### Gate-type map

Scale bar: 50 µm.
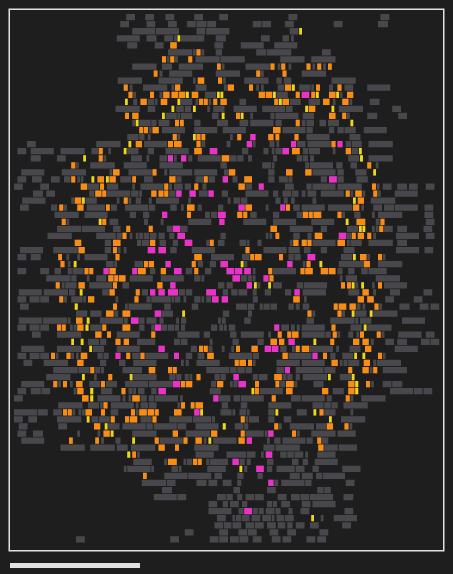
### Placement by cell class

Scale bar: 50 µm.
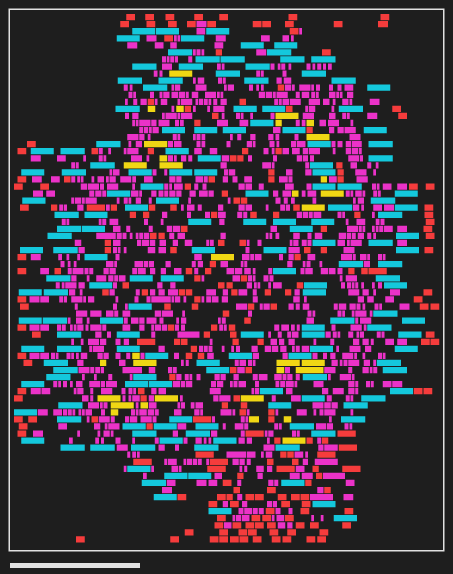
### Power grid

Pins as bars on the die edge. Tap cells in grey.
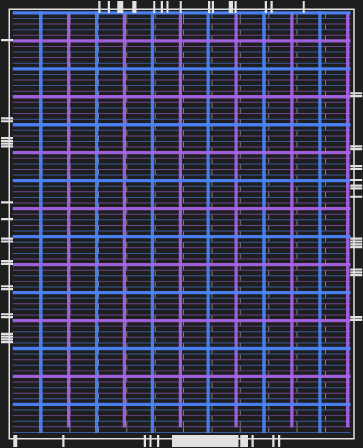
### Clock nets

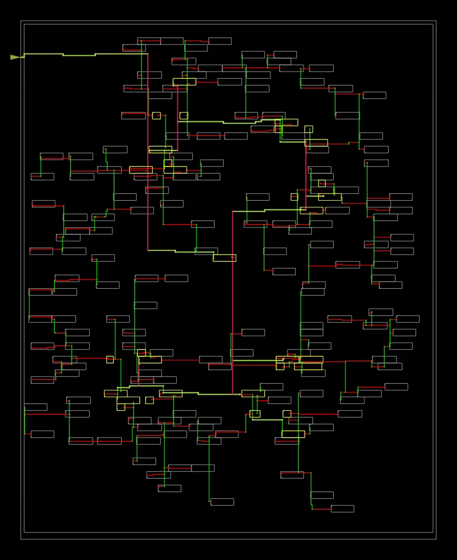
### Clock wires, drivers and flops

Scale bar: 50 µm.
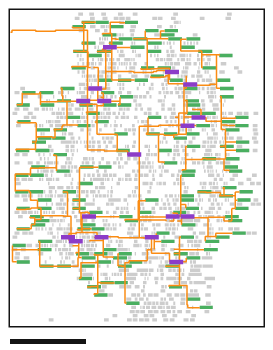
`config.mk`:
```
export PLATFORM = sky130hd
export DESIGN_NAME = mtimer
export DESIGN_NICKNAME = d
export VERILOG_FILES = /design/src/rtl/mtimer_pkg.sv /design/src/rtl/mtimer_tick.sv /design/src/rtl/mtimer.sv
export SDC_FILE = /design/constraint.sdc
export NUM_CORES = 1
export LEC_CHECK = 0
export CORE_ASPECT_RATIO = 1.25
export CORE_UTILIZATION = 32
export CTS_BUF_LIST = sky130_fd_sc_hd__clkbuf_4 sky130_fd_sc_hd__clkbuf_8 sky130_fd_sc_hd__clkbuf_16
export DETAILED_ROUTE_END_ITERATION = 10
export SYNTH_ARGS = -nofsm -noshare
export SYNTH_HDL_FRONTEND = slang
export SYNTH_HIERARCHICAL = 1
export SYNTH_SLANG_ARGS = --single-unit
```
`constraint.sdc`:
```
create_clock -name clk -period 2.8 [get_ports clk]
set_clock_uncertainty 0.1 [all_clocks]
set_input_delay 0.28 -clock clk [delete_from_list [all_inputs] [get_ports clk]]
set_output_delay 0.28 -clock clk [all_outputs]
set_load 0.03 [all_outputs]
```
`src/rtl/mtimer_pkg.sv`:
```
// Shared definitions for the machine timer: bus widths, register window offsets
// and the byte-strobe merge helper.
package mtimer_pkg;

  localparam int unsigned BUS_AW = 32;
  localparam int unsigned BUS_DW = 32;
  localparam int unsigned BUS_SW = BUS_DW / 8;
  localparam int unsigned OFS_W  = 6;

  localparam logic [BUS_AW-1:0] MTIMER_BASE = 32'h0200_0000;

  localparam logic [OFS_W-1:0] MSIP_OFS        = 6'h00;
  localparam logic [OFS_W-1:0] MTIMECMP_LO_OFS = 6'h08;
  localparam logic [OFS_W-1:0] MTIMECMP_HI_OFS = 6'h0C;
  localparam logic [OFS_W-1:0] MTIME_LO_OFS    = 6'h10;
  localparam logic [OFS_W-1:0] MTIME_HI_OFS    = 6'h14;

  typedef enum logic {
    ST_IDLE = 1'b0,
    ST_ACK  = 1'b1
  } bus_state_e;

  // Decoded access as seen inside the register window
  typedef struct packed {
    logic              we;
    logic [OFS_W-1:0]  ofs;
    logic [BUS_DW-1:0] wdata;
    logic [BUS_SW-1:0] wstrb;
  } mt_req_t;

  function automatic logic [BUS_DW-1:0] apply_wstrb(
    input logic [BUS_DW-1:0] old_val,
    input logic [BUS_DW-1:0] wdata,
    input logic [BUS_SW-1:0] wstrb
  );
    logic [BUS_DW-1:0] res;
    res = old_val;
    for (int b = 0; b < int'(BUS_SW); b++) begin
      if (wstrb[b]) res[8*b +: 8] = wdata[8*b +: 8];
    end
    return res;
  endfunction

endpackage

```
`src/rtl/mtimer_tick.sv`:
```
// Prescaler for mtime: counts 0..TICK_DIV-1 and pulses tick for one cycle on wrap.
module mtimer_tick #(
  parameter int unsigned TICK_DIV = 1
) (
  input  logic clk,
  input  logic rst_n,
  output logic tick
);

  localparam int unsigned      CNT_W    = (TICK_DIV > 1) ? $clog2(TICK_DIV) : 1;
  localparam logic [CNT_W-1:0] CNT_LAST = CNT_W'(TICK_DIV - 1);

  logic [CNT_W-1:0] cnt_q;
  logic             wrap_c;

  assign wrap_c = (cnt_q == CNT_LAST);

  always_ff @(posedge clk or negedge rst_n) begin
    if (!rst_n) begin
      cnt_q <= '0;
      tick  <= 1'b0;
    end else begin
      cnt_q <= wrap_c ? '0 : cnt_q + CNT_W'(1);
      tick  <= wrap_c;
    end
  end

endmodule

```
`src/rtl/mtimer.sv`:
```
// Machine timer / software interrupt peripheral (mtime, mtimecmp, msip) on the
// MEM-stage data bus, with a two-state request/ready handshake.
module mtimer
  import mtimer_pkg::*;
#(
  parameter logic [BUS_AW-1:0] BASE_ADDR = MTIMER_BASE,
  parameter int unsigned       TICK_DIV  = 1
) (
  input  logic              clk,
  input  logic              rst_n,
  input  logic              bus_req,
  input  logic              bus_we,
  input  logic [BUS_AW-1:0] bus_addr,
  input  logic [BUS_DW-1:0] bus_wdata,
  input  logic [BUS_SW-1:0] bus_wstrb,
  output logic [BUS_DW-1:0] bus_rdata,
  output logic              bus_ready,
  output logic              timer_irq,
  output logic              soft_irq
);

  bus_state_e        state_q, state_d;
  logic [63:0]       mtime_q, mtime_d;
  logic [63:0]       mtimecmp_q, mtimecmp_d;
  logic              msip_q, msip_d;
  logic              ready_d;
  logic [BUS_DW-1:0] rdata_d;

  logic              tick;
  logic              hit_c;
  mt_req_t           req_c;
  logic [BUS_DW-1:0] rd_mux_c;
  logic [BUS_DW-1:0] wr_word_c;
  logic              addr_unused;

  mtimer_tick #(.TICK_DIV(TICK_DIV)) u_tick (
    .clk   (clk),
    .rst_n (rst_n),
    .tick  (tick)
  );

  assign hit_c       = (bus_addr[BUS_AW-1:OFS_W] == BASE_ADDR[BUS_AW-1:OFS_W]);
  assign addr_unused = ^bus_addr[1:0];
  assign req_c       = '{we: bus_we, ofs: {bus_addr[OFS_W-1:2], 2'b00},
                         wdata: bus_wdata, wstrb: bus_wstrb};

  // Current register contents at the addressed offset; unmapped offsets read 0
  always_comb begin
    rd_mux_c = '0;
    case (req_c.ofs)
      MSIP_OFS:        rd_mux_c = {31'd0, msip_q};
      MTIMECMP_LO_OFS: rd_mux_c = mtimecmp_q[31:0];
      MTIMECMP_HI_OFS: rd_mux_c = mtimecmp_q[63:32];
      MTIME_LO_OFS:    rd_mux_c = mtime_q[31:0];
      MTIME_HI_OFS:    rd_mux_c = mtime_q[63:32];
      default:         rd_mux_c = '0;
    endcase
  end

  assign wr_word_c = apply_wstrb(rd_mux_c, req_c.wdata, req_c.wstrb);

  // Handshake FSM and register update; a software write to one mtime half
  // overrides the tick and leaves the other half untouched that cycle
  always_comb begin
    state_d    = state_q;
    ready_d    = 1'b0;
    rdata_d    = bus_rdata;
    mtime_d    = tick ? mtime_q + 64'd1 : mtime_q;
    mtimecmp_d = mtimecmp_q;
    msip_d     = msip_q;

    case (state_q)
      ST_IDLE: begin
        if (bus_req && hit_c) begin
          state_d = ST_ACK;
          ready_d = 1'b1;
          if (req_c.we) begin
            case (req_c.ofs)
              MSIP_OFS:        msip_d             = wr_word_c[0];
              MTIMECMP_LO_OFS: mtimecmp_d[31:0]   = wr_word_c;
              MTIMECMP_HI_OFS: mtimecmp_d[63:32]  = wr_word_c;
              MTIME_LO_OFS:    mtime_d            = {mtime_q[63:32], wr_word_c};
              MTIME_HI_OFS:    mtime_d            = {wr_word_c, mtime_q[31:0]};
              default:         ;
            endcase
          end else begin
            rdata_d = rd_mux_c;
          end
        end
      end
      ST_ACK: begin
        state_d = ST_IDLE;
      end
      default: state_d = ST_IDLE;
    endcase
  end

  always_ff @(posedge clk or negedge rst_n) begin
    if (!rst_n) begin
      state_q    <= ST_IDLE;
      bus_ready  <= 1'b0;
      bus_rdata  <= '0;
      mtime_q    <= '0;
      mtimecmp_q <= '1;
      msip_q     <= 1'b0;
      timer_irq  <= 1'b0;
    end else begin
      state_q    <= state_d;
      bus_ready  <= ready_d;
      bus_rdata  <= rdata_d;
      mtime_q    <= mtime_d;
      mtimecmp_q <= mtimecmp_d;
      msip_q     <= msip_d;
      timer_irq  <= (mtime_q >= mtimecmp_q);
    end
  end

  assign soft_irq = msip_q;

endmodule

```
==> results.sh <==
# flow metrics
export IMPL_hold_class="in2async"
export IMPL_worst_pin_slew_ps=623
export IMPL_ys_seq_share_pct=38.5
export IMPL_cp_data_required_time_ps=3040
export IMPL_ir_drop_mv=0.362
export IMPL_first_global_vias=10700
export IMPL_synthFlopType="dfrtp_1"
export IMPL_synth_warnings=6
export IMPL_post_place_cells=1809
export IMPL_grt_use_met2_pct=39.7
export IMPL_logic_area_um2=6180
export IMPL_pwr_share_clk_pct=43.0
export IMPL_ys_top_logic_family="AND-OR/OR-AND gates"
export IMPL_tap_cells=423
export IMPL_holdWs_ps=302
export IMPL_clkCellAreaFrac_pct=4.12
export IMPL_drt_iter0_markers=722
export IMPL_p_sw_w=0.00153
export IMPL_cts_resized=0
export IMPL_initial_core_util_pct=32.5
export IMPL_power_leader="sequential cells"
export IMPL_post_synth_cell_area_avg_um2=8.89
export IMPL_aoi_share_pct=21.5
export IMPL_io_buffers=104
export IMPL_met3_usage_pct=3.82
export IMPL_total_power_w=0.00551
export IMPL_vias=10600
export IMPL_cts_root_buf="clkbuf_16"
export IMPL_leakagePower_nw=5.60
export IMPL_placed_area_um2=13400
export IMPL_dr_wl_met2_mm=19.4
export IMPL_path_clk_slew_ps=70
export IMPL_fin_tns_setup_ps=0
export IMPL_grt_use_met1_pct=28.7
export IMPL_status="completed"
export IMPL_ys_cells=1224
export IMPL_largest_class="multi-input combinational cells"
export IMPL_route_layer_met1_wl_mm=16.6
export IMPL_ys_chip_area_um2=10900
export IMPL_p_seq_w=0.00248
export IMPL_ys_sh_simple_pct=21.2
export IMPL_grt_overflow=0
export IMPL_cts_tree="built"
export IMPL_switching_share_pct=27.8
export IMPL_die_y_um=208
export IMPL_die_area_um2=34700
export IMPL_intPower_w=0.00398
export IMPL_drt_pass1_iterations=5
export IMPL_cp_end_kind="register"
export IMPL_grt_busiest_layer="met2"
export IMPL_crit_arrival_ps=2920
export IMPL_comb_cells=910
export IMPL_syn_num_nets=1361
export IMPL_comb_power_share_pct=11.9
export IMPL_clk_latency_ps=450
export IMPL_vias_per_cell=5.73
export IMPL_gp_congestion=0.969
export IMPL_hold_viol=0
export IMPL_num_nonclk_inverters=80
export IMPL_mostFrequentLayoutCells="149 x nand2_1, 115 x o21ai_0, 114 x buf_4"
export IMPL_clock_sinks=164
export IMPL_ctsHoldBuffers=1
export IMPL_edf_count=0
export IMPL_ys_async_sr_fraction_pct=100
export IMPL_rsz0062_at_grt="no"
export IMPL_drv_slew=0
export IMPL_comb_power_w=0.000653
export IMPL_signal_buffers=233
export IMPL_drtAntennaViolNets=0
export IMPL_finalNonFillerCells=1842
export IMPL_route_met3_wl_mm=1.91
export IMPL_setup_viol=0
export IMPL_die_width_um=167
export IMPL_routedWlPerCell_um=21.2
export IMPL_dp_slack_ps=-91.5
export IMPL_drc_errors=0
export IMPL_fin_crit_ps=2680
export IMPL_cts_setup_buffers=0
export IMPL_fillers=3329
export IMPL_path_class="reg2reg"
export IMPL_cts_buffer_depth=2
export IMPL_nNetsFinal=1543
export IMPL_start_kind="register"
export IMPL_ys_ff=164
export IMPL_sh_comb_area_pct=44.3
export IMPL_place_hpwl_mm=29.1
export IMPL_muxShareOfSynthArea_pct=5.92
export IMPL_grt_usage_pct=23.0
export IMPL_fa_ha_area_share_pct=7.48
Back to the opening pictures, 'Gate-type map':
- inv cells: yellow (cells 80; most used inv_1; where spread over the die)
- aoi and oai cells: orange (cells 320; most used o21ai_0)
- and/or cells: magenta (cells 72; most used and4_1)

Back to the opening pictures, 'Placement by cell class':
- remaining buffers and delay cells: red (cells 233; share of their area 16%)
- clock drivers and dummy loads: yellow (cells 32; share of their area 4.3%)
- combinational and other logic: magenta (cells 990; share of their area 48%)
- sequential cells: cyan (cells 164; share of their area 31%)
flop share of the area: 30.0%
final core utilization: 41.7%
core area: 33500 µm²
# rows: 75
fin area: 14000 µm²

Back to the opening pictures, 'Power grid':
- VSS: blue
- VDD: purple
- tap cells: 423
- met4 straps: 12
- rows: 75

Back to the opening pictures, 'Clock nets':
clock group power: 0.00237 W
CLK BUF: 19
total CTS buffers: 17
Flops: 164

Back to the opening pictures, 'Clock wires, drivers and flops':
- flip-flops: green (count 164)
- clock drivers: purple (count 17)
- clock wires: orange (length 2410 µm)
- flops lie: spread over the die
- routed clock nets: 18

critical path: stages (launching register included):
cell and delay (ps):
dfrtp_1 560, nand4_1 260, nor4_4 330, nand4_1 290, buf_4 230, nor4_1 520
o22ai_1 150, o211a_1 140
cells in the mapped netlist (4+ instances only):
cell	instances	area, µm²
inv_1	79	297
nor4_1	19	119
or3_1	8	50.1
buf_2	18	90.1
o211ai_1	18	135
a211oi_1	9	67.6
nor3_1	14	70.1
o21ai_1	12	60.1
ha_1	65	813
a21oi_1	51	255
o32a_1	4	40.0
a21o_1	11	82.6
nand3_1	40	200
and2_1	7	43.8
o22ai_1	7	43.8
dfrtp_1	100	2500
mux2i_1	25	250
and4_1	21	184
o221ai_1	15	131
mux2_2	14	158
o2bb2ai_1	4	35.0
or4_1	16	120
nand2_1	151	567
o21a_1	5	37.5
a22oi_1	61	458
nand2b_1	5	31.3
nand4_1	46	288
a31oi_1	15	93.8
mux2_1	21	236
o211a_1	7	70.1
dfstp_2	64	1680
nor2_1	45	169
and3_1	16	100
clkbuf_1	49	184
o21ai_0	115	576
nor4b_1	5	43.8
path summary, 6_finish.rpt:
kind,startpoint,endpoint,slack (ps),cells after the start
min,rst_n,bus_rdata[18]$_DFFE_PN0P_,300,2
min reg2reg,mtimecmp_q[62]$_DFFE_PN1P_,mtimecmp_q[62]$_DFFE_PN1P_,390,2
max,mtime_q[4]$_DFFE_PN0P_,mtime_q[43]$_DFFE_PN0P_,120,7
max reg2reg,mtime_q[4]$_DFFE_PN0P_,mtime_q[43]$_DFFE_PN0P_,120,7
max in group asynchronous,rst_n,mtimecmp_q[32]$_DFFE_PN1P_,1480,3
min in group clk,mtimecmp_q[62]$_DFFE_PN1P_,mtimecmp_q[62]$_DFFE_PN1P_,390,2
Power figures rest on the tool's default switching activity, not on a simulated workload.
